Design rk8e_dma_break, sky130hd; sources not shown.
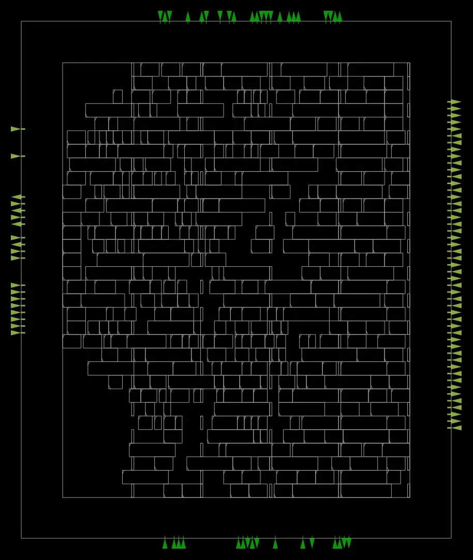
*Placed standard cells, run 1*
num sequential: 59
utilization after layout: 70.8%
row count: 32

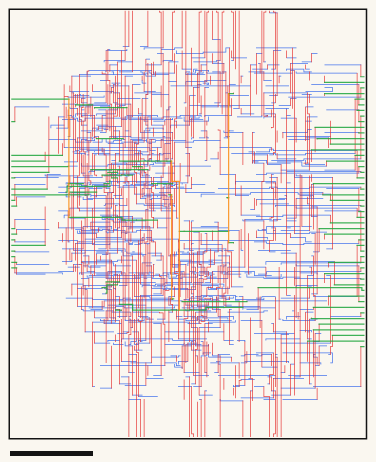
*Routed metal, one color a layer, run 1*
Scale bar: 20 um.
Key: red = M2 [wire length 4160 um]; blue = M1 [wire length 3550 um]; orange = M4 [wire length 128 um]; green = M3 [wire length 573 um]
GRT Util Overall: 19.2%
average routed wire per standard cell: 18.0 um

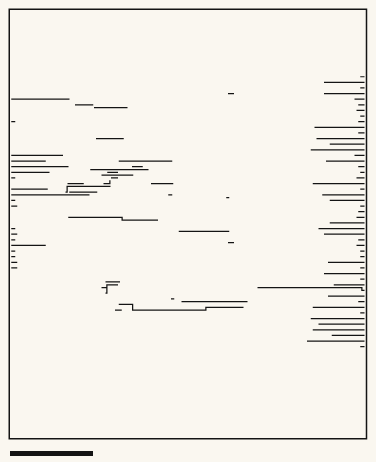
*Met3 routing, run 1*
Scale bar: 20 um.
86 nets have wire on it. The wires run mostly horizontal. The longest straight run is 25.1 um. The layer carries 573 um of wire. The layer holds 6.8% of the routed length.
total number of vias: 2590
Final Routed Wirelength: 8410 um
global routing usage on met3: 4.90%

==> notes.md, run 1 <==
Notes on the physical design

The final tally of max-slew violations is 0. The H-tree depth is 3. Synthesis inferred 59 register bits. The worst setup path is captured at a flip-flop. Dividing the final minimum period by the clock period gives approximately 63%. The clock passes through at most 2 buffers.

The reported max-cap violation count is 0. The wire length of the first global-routing pass is 13600 um. The flow reports that the clock network draws 19.3% of the design power. The part of the power in registers is 32.1%. The share of cell area taken by muxes after synthesis is between 10% and 20%. The mean instance size in the synthesized netlist is approximately 11 um2. The final design instance area without fill is 0.00428 mm2. The synthesis report lists the Yosys warning total as 0. After technology mapping, the gate count stands at 261. Once iteration 0 of detailed routing completed, the report listed 153 DRC markers. The worst setup path is of the in -> reg kind.

0 antenna diodes ended up in the layout. The cell-internal power is 1220 uW. Per the synth stats, the flop cell with the highest instance count is sky130_fd_sc_hd__dfrtp_1. The core utilization before placement is 47.6%. The clock transition time at the flip-flop clock pins of the worst setup and hold paths is 0.07 ns.

Per the layout report, the design carries 9 clock buffers. The number of non-clock inverters is 8. The met2 global-route usage is about a third.

The net switching power is ~1000 uW. By instance count after routing, the leading logic cell type is sky130_fd_sc_hd__clkdlybuf4s50_1. The standard cell area after detailed placement is a little over 0.004 mm2.

The fraction of final cell area spent on clock buffers and inverters in this run is 5.03%. Hold-check failures listed in the final report amount to 0. In the final timing run, aggregate negative setup slack is 0 ns. Registers represent a cell area share of 34.5%. The area taken by flip-flops and latches is 0.00148 mm2. The leakage component of the power is approximately 0.0018 uW. Setup repair after global routing left no endpoint under its margin. After global routing, the most crowded layer is met2. The final-layout non-clock buffer area share is 27.1%.

The clock period minus final worst setup slack is 3.52 ns. The number of different library cells in the post-synthesis netlist is approximately 57. After the flow finishes, the layout carries non-filler instances totaling 468.

Summing every instance area after synthesis gives 0.00288 mm2. The slew at the pin with the worst max-slew slack is 0.671 ns. The global-route track usage on met1 is 23.0%.

Per the synthesis report, the AND-OR/OR-AND share of the synthesized area is 12.6%. The final timing report counts setup violations totalling 0. The switching power as a share of total power is 44.5%. The share of the synthesized area in the top cell type is 51.3%. After detailed routing, no signal wire sits above met4.

The XOR/XNOR share of the synthesized area is 0%. Timing analysis after detailed placement gives a worst setup slack of around 1.8 ns. The overflow left after global routing is 0. The cell chosen for the clock root is sky130_fd_sc_hd__clkbuf_8.

Along the worst path, the maximum fanout reaches 10. Per the power-grid run, VDD falls by no more than 0.345 mV. The report lists the power per cell area as 515 mW/mm2. The worst hold path belongs to the class reg -> reg. The number of multi-input combinational cells in the layout is 182. The relative slew slack is 55.0%. Detailed routing placed a total of 572 um of wire on met3. The area share of and/or/nand/nor cells after synthesis is 20.0%. The stage-log warning count is 27.

The overall die width is 86.0 um. The biggest area contributor in the post-synthesis netlist is sky130_fd_sc_hd__dfrtp_1. TritonCTS created 9 clock buffers. After Yosys synthesis, full adders, half adders and majority gates account for 1.30% of the synthesized area. The die outline area is a little under 0.009 mm2.

The number of nets with antenna violations after routing is 0. The number of gates resized after CTS was 0. The script logs the ratio of routed vias to standard cells as 5.53. The yosys stat cell total is 261. The synthesis-to-finish area growth is 48.5%. The data arrival time of the worst path is 3.69 ns. The plain and repair buffers instantiated in the layout total 118.

The area inside the core boundary is 0.00605 mm2. The number of buffers added to fix hold violations after cts is 0. The weighted congestion reported at the end of routability-driven placement is 0.867. The most common logic cells in the final layout are sky130_fd_sc_hd__clkdlybuf4s50_1 (104), sky130_fd_sc_hd__dfrtp_1 (59), sky130_fd_sc_hd__nand2_1 (33).

The highest clock rate this design can be run at is 0.284 GHz. STA shows the worst reg2reg path with a cell count of 7. The die is 104 um tall. The post-detailed-placement half-perimeter wirelength is 6340 um. The final worst setup slack is 2.08 ns. Yosys reports a chip area of 0.00288 mm2. During I/O placement, the number of pins put on the boundary was 106. The fraction of final layout cells sized beyond drive strength 1 is 19.1%. The share of flip-flops with an asynchronous set or reset after synthesis is 100%. The synthesized netlist net count is 324. The area taken by multi-input combinational cells is reported as 0.00129 mm2. The clock sink count is 59. The flow inserted ~85 tap cells. The count of library flops with an enable pin is 0. Combinational cells account for 48.6% of the total power. Entering global routing, the biggest net connects 47 pins. Fill cells in the final layout number ~440. The via count of the first global-routing pass is 2621.

The element type at the critical path start is an input port. The detailed-route DRC error count is 0. The met2 routed wirelength is around 4200 um. The dominant combinational cell family by area after synthesis is simple AND/OR/NAND/NOR gates. The area-dominant cell class after layout is sequential cells. Across all register-to-register paths, the minimum setup slack is 3.49 ns. By area the synthesized netlist is led by sky130_fd_sc_hd__dfrtp_1 (51%), sky130_fd_sc_hd__mux2_2 (6.3%), sky130_fd_sc_hd__mux2_4 (4.7%). The completed layout was analyzed and its total power is 2210 uW.

The clock reaches the later pin of the worst-skew pair after ~0.34 ns. Sorting the synthesized cells by how often they occur yields sky130_fd_sc_hd__dfrtp_1 (59), sky130_fd_sc_hd__nand2_1 (33), sky130_fd_sc_hd__nor2_1 (17), sky130_fd_sc_hd__mux2_2 (16), sky130_fd_sc_hd__nand3_1 (14). The flow ran to the end, and the final reports show no timing, DRC or antenna violations. According to the report, the first pass of detailed routing completed in 4 iterations.
==> run 1: critical path, cell delays in order <==
cell and delay (ns):
sky130_fd_sc_hd__clkdlybuf4s50_1 0.56, sky130_fd_sc_hd__nor4b_4 0.33, sky130_fd_sc_hd__nand2_2 0.13, sky130_fd_sc_hd__or3_1 0.40
sky130_fd_sc_hd__buf_6 0.15, sky130_fd_sc_hd__buf_12 0.14, sky130_fd_sc_hd__mux2_4 0.30
==> run 1: power by group through the flow <==
stage / combinational (uW) / clock [uW] / sequential [uW]
final: 1070 / 425 / 708
after detailed placement: 1070 / 0 / 710
after global placement: 1050 / 0 / 698
after CTS: 1080 / 434 / 704
after global routing: 1130 / 454 / 725
after floorplan: 308 / 0 / 1080
==> run 1 -> run 2 <==
--- a/config.mk
+++ b/config.mk
@@ -7,10 +7,10 @@
 export LEC_CHECK = 0
 export CORE_ASPECT_RATIO = 1.25
 export CORE_MARGIN = 8
-export CORE_UTILIZATION = 47
+export CORE_UTILIZATION = 45
 export DETAILED_ROUTE_END_ITERATION = 10
 export GPL_TIMING_DRIVEN = 0
-export PLACE_DENSITY = 0.84
+export PLACE_DENSITY = 0.81
 export SLEW_MARGIN = 20
 export SYNTH_ARGS = -nofsm -noshare
 export SYNTH_HDL_FRONTEND = slang
==> constraint.sdc (replaced) <==
create_clock -name clk -period 3.35 [get_ports clk]
set_clock_uncertainty 0.05 [all_clocks]
set_input_delay 1.005 -clock clk [delete_from_list [all_inputs] [get_ports clk]]
set_output_delay 1.005 -clock clk [all_outputs]
set_load 0.05 [all_outputs]
==> run 2 against run 1 <==
Final area fell by 0.18%. Via count shrank 1.1%. Flip-flop count unchanged. Worst setup slack worse by 1.6 ns. Register-to-register slack lost 2.3 ns. Largest power group unchanged. Global-route usage fell by 1.6 points. Combinational power up 66%. Core utilization fell by 1.5 points. Critical path type unchanged.
==> notes.md, run 2 <==
Notes on the physical design

The relative slew slack is 51.9% (-3.1 points). The reported max-cap violation count came to 0 (unchanged). The mean instance size in the synthesized netlist came to 11.0 um2 (unchanged). The top-level I/O count is 106 (unchanged). The yosys stat cell total came to 261 (unchanged). The dominant cell by count in the synthesized netlist is sky130_fd_sc_hd__dfrtp_1. The overall power after layout is 3660 uW (+66%).

The part of the power in registers was 32.2% (about the same). The count of warnings emitted by yosys is 0 (unchanged). The die outline area is 0.00923 mm2 (+3.7%). The adder and majority cell fraction of the synthesized area is 1.30% (unchanged). The total area of multi-input combinational cells came to 0.00129 mm2 (unchanged). The number of hold violations in the final report is 0 (unchanged).

The most common logic cells in the final layout are sky130_fd_sc_hd__clkdlybuf4s50_1 (104), sky130_fd_sc_hd__dfrtp_1 (59), sky130_fd_sc_hd__nand2_1 (33). The average detailed-routed wire length per instance is 16.8 um (-6.4%). The H-tree depth was 3 (unchanged). The detailed-route DRC error count is 0 (unchanged). The share of flip-flops with an asynchronous set or reset after synthesis is 100% (unchanged). The run finished with clean final reports.

The cell resize tally after clock tree synthesis came to 0 (unchanged). For this run, the top clock speed supported by timing is around 0.35 GHz. The non-filler instance count after layout is 468 (unchanged). The number of different library cells in the post-synthesis netlist is 57 (unchanged).

The post-detailed-placement half-perimeter wirelength is 6040 um (-4.9%). The core utilization before placement came to 46.7% (-0.93 points). The total routed wirelength is 7870 um (-6.4%). The XOR/XNOR share of the synthesized area is 0% (unchanged). The report gives the cell count of the worst hold path as 2. Setup repair after global routing left no endpoint under its margin. The final tally of max-slew violations is 0 (unchanged). The iteration tally of the first detailed-router pass is 4 (unchanged).

The weighted congestion reported at the end of routability-driven placement is 0.836 (-3.6%). The total number of vias was 2561 (-1.1%). The power share of the clock group is 19.1% (-0.2 points). The maximum VDD drop is 0.656 mV (+90%). The clock latency on the worst-skew pair was 0.33 ns (about the same).

The total negative slack for setup checks is 0 ns (unchanged). The setup-violating endpoint count in the final report is 0 (unchanged). The count of library flops with an enable pin was 0 (unchanged).

The yosys-reported design area after synthesis was 0.00288 mm2 (unchanged). The clock period minus final worst setup slack is 2.85 ns. The number of buffers added to fix hold violations after cts was 0 (unchanged). After layout, the worst path uses 85.1% of the clock period. The number of non-clock inverters is 8 (unchanged).

The number of multi-input combinational cells in the layout came to 182 (unchanged). The number of nets in the layout is between 400 and 500. The area inside the core boundary is 0.00617 mm2 (+2.0%).

The area taken by flip-flops and latches came to 0.00148 mm2 (unchanged). The commonest register cell is sky130_fd_sc_hd__dfrtp_1. The largest net degree at the start of global routing came to 41 (-13%). The standard cell area after detailed placement is 0.00406 mm2 (-0.18%).

The count of buffers added by post-CTS timing repair for setup is 0. The fraction of standard cell area that is sequential is 34.6% (+0.061 points). The overflow left after global routing is 0 (unchanged). The tally of filler cells in the layout is 517 (+17%). The synthesized instance count is 261 (unchanged). The number of nets with antenna violations after routing is 0 (unchanged). The tap cell instance count is 85 (unchanged). The cell accounting for the most synthesized area is sky130_fd_sc_hd__dfrtp_1. The detailed placer reported the number of placed instances as 452.

The number of antenna violations at the first check in global routing is 0. The maximum buffer depth of the clock tree was 2 (unchanged). The sequential cell power is 1180 uW (+67%).

The slew at the pin with the worst max-slew slack is 0.718 ns (+0.0468 ns). The data arrival time of the worst path is 3.01 ns (-0.68 ns). The depth of the most critical reg-to-reg path is 7 (unchanged). The cell-internal power was 2050 uW (+67%). The area share of and/or/nand/nor cells after synthesis is 20.0% (unchanged). The switching power as a share of total power is 44.1% (-0.43 points). The total standard cell area after synthesis came to 0.00288 mm2 (unchanged). The worst setup slack for register-to-register paths is 1.20 ns (-2.29 ns). The peak fanout along the critical path is 10 (unchanged). The clock buffer count from CTS is 9 (unchanged). The clock transition time at the flip-flop clock pins of the worst setup and hold paths is 0.07 ns (about the same). The share of the synthesized area in the top cell type is 51.3% (unchanged).

The and-or/or-and share of the synthesized area was 12.6% (unchanged). The ratio of routed vias to standard cells is 5.47 (-1.1%). TritonCTS built the clock tree.

Of the combinational cells, the family taking the most area is simple AND/OR/NAND/NOR gates. The global-route usage over all layers is 17.7% (-1.6 points). The biggest slice of the total power is consumed by combinational logic. The number of DRC markers in iteration 0 is 126 (-18%). The power density of the placed cells was 857 mW/mm2 (+66%). The synthesized netlist net count is 324 (unchanged). In the post-synthesis netlist, the biggest area contributors are sky130_fd_sc_hd__dfrtp_1 (51%), sky130_fd_sc_hd__mux2_2 (6.3%), sky130_fd_sc_hd__mux2_4 (4.7%).

The stage-log warning count is 27 (unchanged). The overall die width was 87.6 um (+1.8%). The tree is rooted in a sky130_fd_sc_hd__clkbuf_8.

The count of standard-cell rows is 32 (unchanged). The post-synthesis sequential area ratio is 51.3%. The tightest hold margin is 0.434 ns. The share of cell area taken by muxes after synthesis is 10.9% (unchanged). The final-layout non-clock buffer area share is 27.0% (-0.13 points).

The number of register bits inferred by synthesis is 59 (unchanged). The commonest cells after synthesis are sky130_fd_sc_hd__dfrtp_1 (59), sky130_fd_sc_hd__nand2_1 (33), sky130_fd_sc_hd__nor2_1 (17), sky130_fd_sc_hd__mux2_2 (16), sky130_fd_sc_hd__nand3_1 (14). The worst path required time is between 3 and 4 ns. The area-dominant cell class after layout is sequential cells. The type of element capturing the critical path is a flip-flop. The count of antenna diodes in the layout is 0 (unchanged). The clock sink count is 59 (unchanged). The via count of the first global-routing pass was 2551 (-2.7%).

The clock group power is 699 uW (+64%). The element type at the critical path start is an input port. The worst setup path is of the in -> reg kind. The number of sequential storage elements was 59 (unchanged). The fraction of final layout cells sized beyond drive strength 1 is 19.1% (unchanged). The class of the most critical hold timing path is reg -> reg. The utilization of the core after routing is 69.3% (-1.5 points). The leakage component of the power is 0.00182 uW (-0.18%).

The share of total power in combinational logic came to 48.7% (about the same). The net switching power came to 1610 uW (+64%). The fraction of cell area in multi-input combinational cells is reported as 30.2%. The combinational power is 1780 uW (+66%). Among logic cells in the layout, the one with the most instances is sky130_fd_sc_hd__clkdlybuf4s50_1. The clock network contribution to total cell area is 5.04% (+0.0088 points). The worst-case setup slack after placement is 0.194 ns (-1.58 ns). The number of clock buffer instances in the layout came to 9 (unchanged). The wire length of the first global-routing pass is 12800 um (-5.6%).
==> run 2: cell counts after synthesis <==
Identical to the previous run, type by type.
==> run 2: worst max-delay path, stage by stage <==
cell and delay [ns]:
sky130_fd_sc_hd__clkdlybuf4s50_1 0.58, sky130_fd_sc_hd__nor3_1 0.12, sky130_fd_sc_hd__and4_2 0.28, sky130_fd_sc_hd__nor2_2 0.35, sky130_fd_sc_hd__buf_2 0.33, sky130_fd_sc_hd__a21oi_1 0.07
sky130_fd_sc_hd__a221o_1 0.27
==> run 2: routing by layer <==
metal	global-route usage [%]	routed length, um	vias up
met2	28.4	3830	116
met5	0	0	-
met3	5.59	683	2
met4	7.15	19	0
met1	21.3	3350	1240
li1	-	-	1203
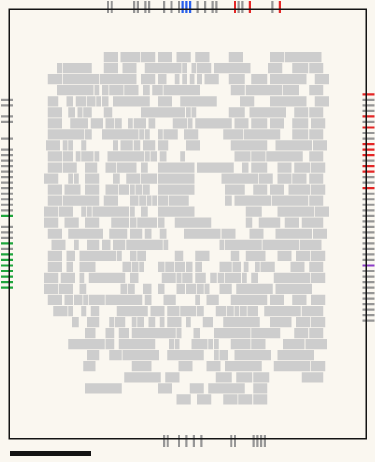
*I/O pins on the die edge, run 2*
Scale bar: 20 um. Pins as bars across the die edge, other pins in gray.
Key: red = disk2mem [pins 12, direction output, edge 9 right, 3 top]; blue = field [pins 3, direction input, edge top]; green = len [pins 9, direction input, edge left]; purple = disk_out_ready [pins 1, direction input, edge right]
All pins by edge: 42 right, 30 left, 22 top, 12 bottom.
height of the chip: 105 um
total of buffers placed on input and output ports: 105

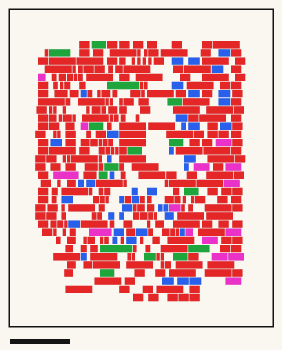
*Drive-strength map, run 2*
Scale bar: 20 um.
Key: red = x1 and smaller [cells 310]; magenta = x3 and x4 [cells 15]; green = x6 and larger [cells 15]; blue = x2 [cells 43]
final worst slack: 0.500 ns
number of buffers outside the clock class in the layout: 118
area delta synth->final: 48.3%
Design Area, Final: 0.00427 mm2

No activity file was given, so power comes from the tool's default toggle rates.
